**Signal wires by layer**

Only two layers are drawn.
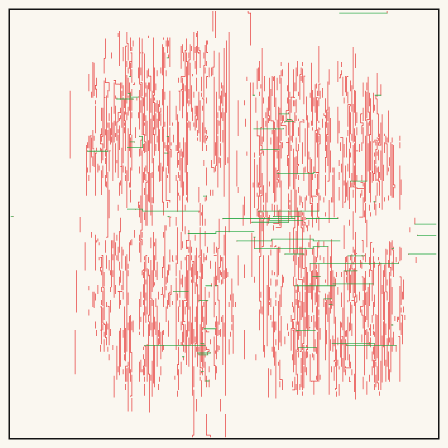
**Met4 routing**

Supply wires on this layer in gray.
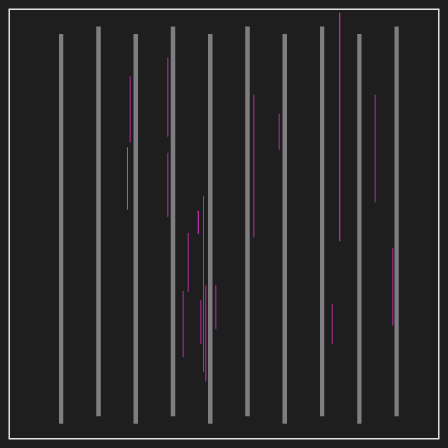
## src/rtl/lockin_ui_pkg.sv

```systemverilog
// Shared LockIn UI constants (50 MHz board clock) and the counter-width helper
// used by the pulse stretcher and by button_edge_detector users.
package lockin_ui_pkg;

    localparam int unsigned CLK_HZ           = 50_000_000;
    localparam int unsigned HOLD_CYCLES_DEF  = 5_000_000;   // 100 ms
    localparam int unsigned BLINK_HALF_DEF   = 1_250_000;   // 25 ms half-period

    // Bits needed to hold values 0..max_val; never narrower than one bit.
    function automatic int unsigned cnt_width(input int unsigned max_val);
        return (max_val < 1) ? 1 : $clog2(max_val + 1);
    endfunction

endpackage

```

## src/rtl/stretch_channel.sv

```systemverilog
// One stretcher lane: hold down-counter, trigger acceptance and the
// next-state active flag that the top level registers onto the LED.
module stretch_channel
    import lockin_ui_pkg::*;
#(
    parameter int unsigned HOLD_CYCLES = HOLD_CYCLES_DEF,
    parameter bit          RETRIGGER   = 1'b1
) (
    input  logic clk,
    input  logic rst,
    input  logic pulse,
    output logic active_nxt
);

    localparam int unsigned CW      = cnt_width(HOLD_CYCLES);
    localparam logic [CW-1:0] HOLD_LD = CW'(HOLD_CYCLES);

    logic [CW-1:0] cnt_q;
    logic [CW-1:0] cnt_d;
    logic          idle;

    assign idle = (cnt_q == '0);

    // Without retrigger a pulse is only taken from idle, so even a pulse at
    // cnt==1 is dropped and the LED shows a gap before the next hold.
    always_comb begin
        cnt_d = cnt_q;
        if (pulse && (idle || RETRIGGER)) begin
            cnt_d = HOLD_LD;
        end else if (!idle) begin
            cnt_d = cnt_q - CW'(1);
        end
    end

    always_ff @(posedge clk) begin
        if (rst) begin
            cnt_q <= '0;
        end else begin
            cnt_q <= cnt_d;
        end
    end

    assign active_nxt = (cnt_d != '0);

endmodule

```

## src/rtl/led_pulse_stretcher.sv

```systemverilog
// Stretches per-channel event pulses into fixed-length LED drive.
// Optional blink of lit LEDs when LED_BLINK_EN is defined.
module led_pulse_stretcher
    import lockin_ui_pkg::*;
#(
    parameter int unsigned NUM_CH      = 4,
    parameter int unsigned HOLD_CYCLES = HOLD_CYCLES_DEF,
    parameter bit          RETRIGGER   = 1'b1,
    parameter int unsigned BLINK_HALF  = BLINK_HALF_DEF
) (
    input  logic              clk,
    input  logic              rst,
    input  logic [NUM_CH-1:0] pulse_in,
    output logic [NUM_CH-1:0] led_out,
    output logic              any_active
);

    logic [NUM_CH-1:0] act_nxt;
    logic [NUM_CH-1:0] blink_mask;

    for (genvar g = 0; g < NUM_CH; g++) begin : g_ch
        stretch_channel #(
            .HOLD_CYCLES (HOLD_CYCLES),
            .RETRIGGER   (RETRIGGER)
        ) u_ch (
            .clk        (clk),
            .rst        (rst),
            .pulse      (pulse_in[g]),
            .active_nxt (act_nxt[g])
        );
    end

`ifdef LED_BLINK_EN
    localparam int unsigned BW = cnt_width(BLINK_HALF);
    localparam logic [BW-1:0] DIV_LAST = BW'(BLINK_HALF - 1);

    logic [BW-1:0] div_q;
    logic [BW-1:0] div_d;
    logic          ph_q;
    logic          ph_d;

    always_comb begin
        div_d = div_q + BW'(1);
        ph_d  = ph_q;
        if (div_q == DIV_LAST) begin
            div_d = '0;
            ph_d  = ~ph_q;
        end
    end

    // Phase restarts lit so a press right after reset is visible at once.
    always_ff @(posedge clk) begin
        if (rst) begin
            div_q <= '0;
            ph_q  <= 1'b1;
        end else begin
            div_q <= div_d;
            ph_q  <= ph_d;
        end
    end

    assign blink_mask = {NUM_CH{ph_d}};
`else
    assign blink_mask = '1;
`endif

    // Registered from next-state flags so led_out and any_active line up.
    always_ff @(posedge clk) begin
        if (rst) begin
            led_out    <= '0;
            any_active <= 1'b0;
        end else begin
            led_out    <= act_nxt & blink_mask;
            any_active <= |act_nxt;
        end
    end

endmodule
```

## config.mk

```make
export PLATFORM = sky130hd
export DESIGN_NAME = led_pulse_stretcher
export DESIGN_NICKNAME = d
export VERILOG_FILES = /design/src/rtl/lockin_ui_pkg.sv /design/src/rtl/stretch_channel.sv /design/src/rtl/led_pulse_stretcher.sv
export SDC_FILE = /design/constraint.sdc
export NUM_CORES = 1
export LEC_CHECK = 0
export ABC_AREA = 1
export CAP_MARGIN = 20
export CORE_MARGIN = 5
export CORE_UTILIZATION = 30
export CTS_BUF_LIST = sky130_fd_sc_hd__clkbuf_4 sky130_fd_sc_hd__clkbuf_8 sky130_fd_sc_hd__clkbuf_16
export DETAILED_ROUTE_END_ITERATION = 16
export GPL_ROUTABILITY_DRIVEN = 0
export GPL_TIMING_DRIVEN = 0
export HOLD_SLACK_MARGIN = 0.1
export MAX_ROUTING_LAYER = met4
export PLACE_DENSITY = 0.5
export SLEW_MARGIN = 0
export SYNTH_ARGS = -nofsm -noshare
export SYNTH_HDL_FRONTEND = slang
export SYNTH_SLANG_ARGS = --single-unit
```

## constraint.sdc

```tcl
create_clock -name clk -period 1.96 [get_ports clk]
set_clock_uncertainty 0.1 [all_clocks]
set_input_delay 0.392 -clock clk [delete_from_list [all_inputs] [get_ports clk]]
set_output_delay 0.392 -clock clk [all_outputs]
set_load 0.05 [all_outputs]
```

==> results.txt <==
From the run reports.

- The flow ran to the end, but the final reports show violations.
- The checks that failed: setup timing.
- The register bit total from synthesis reads 97.
- The clock power share is 30.0%.
- The post-layout worst setup margin reads -0.200 ns.
- The sequential cell fraction of total power is a little over a third.
- The share of Yosys cell area claimed by the top area cell type reads 30.4%.
- The DRC violation total after the first TritonRoute iteration is around 340.
- The count of distinct cell types in the synthesized netlist is 34.
- The final antenna diode tally reported by the flow is 0.
- Setup repair after global routing could not meet its margin everywhere.
- The maximum net fanout on the critical path is 6.
- The kind of launch point of the worst setup path reads a flip-flop.
- The script computed a power per unit cell area of about 770 mW/mm^2.
- Clock-pin slew was measured on the worst setup and hold paths at 0.07 ns.
- The tightest hold margin is 0.388 ns.
- The number of iterations in the first detailed-routing pass is 5.
- The data required time reported for the critical path is 2.08 ns.
- In this run the number of H-tree levels came out at 3.
- Switching power as a fraction of the total was reported as 37.5%.
- The share of the clock period used by the worst path after layout reads 110%.
- The die is 156 um tall.
- After synthesis the cells add up to 0.00638 sq mm.
- The final routed DRC violation total reads 0.
- Once detail routing completed, the nets flagged for antenna violations numbered 0.
- The total congestion overflow is 0.
- Per the post-synthesis stats, the area per cell is just over 6 sq um.
- According to the floorplan report, the die width is approximately 160 um.
- The via count of the first global-routing pass is about 6.6k.
- The net total in the final layout reads 1143.
- The setup violation total in the final timing report reads 5.
- The sequential share of the synthesized area reads 30.4%.
- The worst-margin pin slew reads around 0.77 ns.
- The TritonCTS clock tree reads yes.
- The count of endpoints failing hold in the final timing report is 0.
- The tool warning count for the run is 32.
- The max-slew violation count reads 0.
- The total power of the final layout reads around 6.6 mW.
- The proportion of power drawn by combinational gates is 35.1%.
- The count of cells along the worst register-to-register path reads 13.
- Leaving out fill and tap cells, the most frequent cells in the layout are nand2_1, nor2_1, nand3_1.
- The total I/O pin count reads 11.
- The TritonCTS sink count is between 90 and 100.
- The number of nets at floorplan reads approximately 1.1k.
- From synthesis to final layout, the design area changed by 34.3%.
- The initial antenna violation count reads 0.
- The critical path is of the reg2reg type.
- The fraction of layout instances using a drive strength above 1 is slightly below 30%.
- The starting density of the core is a little under a third.
- The synthesis report lists the most area-consuming cells as dfxtp_1, nand2_1, nor2_1.
- The register-to-register path setup slack reads -0.20 ns.
- The worst VDD IR drop from the latest analysis is between 0.3 and 0.4 mV.
- The synthesis area per yosys reads 0.00638 sq mm.
- The data arrival time at the worst-slack endpoint reads approximately 2.3 ns.
- Once detailed placement completed, the half-perimeter wirelength came to 14300 um.
- Of all cell types, the one taking the most synthesized area is dfxtp_1.
- The first global-routing pass estimated 32800 um of wire.
- The core area is around 0.021 sq mm.
- The filler cell count is 2249.
- The total clock buffers created by CTS is 9.
- The skew report gives the latency at the later pin of the worst-skew pair as about 0.36 ns.
- The number of cell instances after yosys synthesis reads ~1.1k.
- The maximum number of pins on one net before global-route repair reads 16.
- The routed wirelength normalized by instance count is 14.3 um.
- The post-synthesis cell count reads around 1.1k.
- The number of max-capacitance violations reported is 0.
- The worst slack at placement is -0.970 ns.
- The clock period minus final worst setup slack is 2.16 ns.
- The maximum frequency from static timing analysis is around 460 MHz.
- The area of the die is 0.0243 sq mm.
- The endpoint kind of the worst setup timing path reads a flip-flop.
- The type of the tightest min-delay check reads in2reg.
- The final setup TNS reads -0.379 ns.
- For this run, the number of Yosys warnings is 0.
- Hold analysis shows the worst path with a depth of 2.
- The library cell contributing the largest single delay on the critical path is dfxtp_4.
- Listed in order, past its start point the critical path passes nor2_4, nand2_2, nor2_4, nand3_4, buf_8, nand3_1, nand2_1, nor2_2, nand3_2, nor2_4, nand2_2, nor2_2, nor2_2.
- The top logic cell by instance count in the layout reads nand2_1.
- The switching component of the power was reported as approximately 2.5 mW.
- The clock tree buffer depth is 2.
- Across all checked pins, the minimum headroom to the slew limit is between 40 and 50%.
- The leakage component of the power was reported as ~3.8 nW.
- The finished layout reports a core utilization of 40.9%.
- The tally of buffers added on design ports reads 9.
- The critical path's largest stage delay is 0.37 ns.
- The floorplan has about 53 rows.
- The average vias per placed instance reads 4.85.
- Cell internal power was estimated by the tool at about 4.1 mW.
- The cell sitting at the root of the clock tree is a clkbuf_16.
## Picture notes: 'signal wires by layer'
Key: metal 3 = green [wire length 517 um]; metal 2 = red [wire length 9600 um]
GRT Util Overall: 17.2%
wirelength, routed: 20200 um
total via count in the routed design: 6833

## Picture notes: 'met4 routing'
The wires run mostly vertical. The layer holds 2.5% of the routed length. The longest straight run is 83.0 um.

through the flow:
step	cells	cell area, sq um
2_1_floorplan	1050	6400
3_3_place_gp	1334	6830
3_5_place_dp	1334	6830
4_1_cts	1397	8160
5_1_grt	1409	8570
6_report	1409	8570
cells in the mapped netlist:
master / count
dlygate4sd1_1: 1
nor3_1: 14
clkinv_1: 9
nor2_8: 1
buf_1: 3
a21oi_1: 30
nand2_2: 9
clkbuf_1: 13
o21ai_0: 11
a21oi_2: 1
xor2_1: 10
buf_4: 1
nand3_1: 121
nor2_4: 7
and3_1: 1
nand3_2: 7
o21ai_1: 5
ha_1: 8
nor3b_1: 1
nand3b_1: 20
nor2_1: 210
nand3_4: 2
o21ai_2: 1
nor2_2: 34
inv_2: 3
buf_2: 5
a21boi_0: 1
nand2_1: 302
o211ai_1: 4
xnor2_1: 6
inv_1: 78
nand4_1: 29
dfxtp_1: 97
buf_6: 5
power by group through the flow:
stage | registers [mW] | clock network, mW | logic (mW)
3_3_place_gp | 2.29 | 0 | 1.77
2_1_floorplan | 2.27 | 0 | 1.37
4_1_cts | 2.28 | 2.03 | 2.10
3_5_place_dp | 2.29 | 0 | 1.78
5_1_grt | 2.32 | 2.10 | 2.59
6_report | 2.30 | 1.98 | 2.32
layout make-up:
cell class / count / area [sq um] / share of cell area [%]
Buffer: 27 / 195 / 2.28
Tap cell: 275 / 344 / 4.02
Sequential cell: 97 / 2010 / 23.4
Clock inverter: 5 / 80.1 / 0.935
Clock buffer: 11 / 240 / 2.80
Timing Repair Buffer: 69 / 633 / 7.39
Multi-Input combinational cell: 835 / 4690 / 54.8
Inverter: 90 / 373 / 4.35
state kept, by name (all words and copies together) (netlist names):
register and count:
any_active 1, g_ch.u_ch.cnt_q 92, led_out 4
cell families after synthesis:
family | share of synthesized area (%)
AND/OR/NAND/NOR | 53.6
buffers and inverters | 7.77
XOR/XNOR | 2.20
flip-flops | 30.4
adder cells (fa/ha/maj) | 1.57
AND-OR/OR-AND | 4.47
path summary, 6_finish.rpt:
kind | end | start
worst max-delay path | any_active | g_ch[2].u_ch.cnt_q[2]
worst min register to register | g_ch[1].u_ch.cnt_q[0] | g_ch[1].u_ch.cnt_q[0]
worst max register to register | any_active | g_ch[2].u_ch.cnt_q[2]
worst min-delay path | g_ch[3].u_ch.cnt_q[7] | pulse_in[3]
timing repair:
item                       4_1_cts  5_1_grt
hold buffers                     0        0
gates cloned                     4        1
gates resized                  192       97
buffers inserted                44       13
pin swaps                       70       50
setup endpoints to repair       29        7
per-layer routing:
metal  track usage [%]  routed length, um  up-vias
li1                  -                  -     3533
met1              22.1               9540     3169
met2              28.1               9600       95
met3              2.08                517       36
met4              5.92                509        0
met5                 -                  0        -
critical path: cells and delay by family (launching register included):
| kind | cells | cell delay (ns) |
|---|---|---|
| buffers and inverters | 1 | 0.19 |
| DFF | 1 | 0.37 |
| and+or+nand+nor | 12 | 1.37 |
Power is estimated from default activity; no workload was simulated.
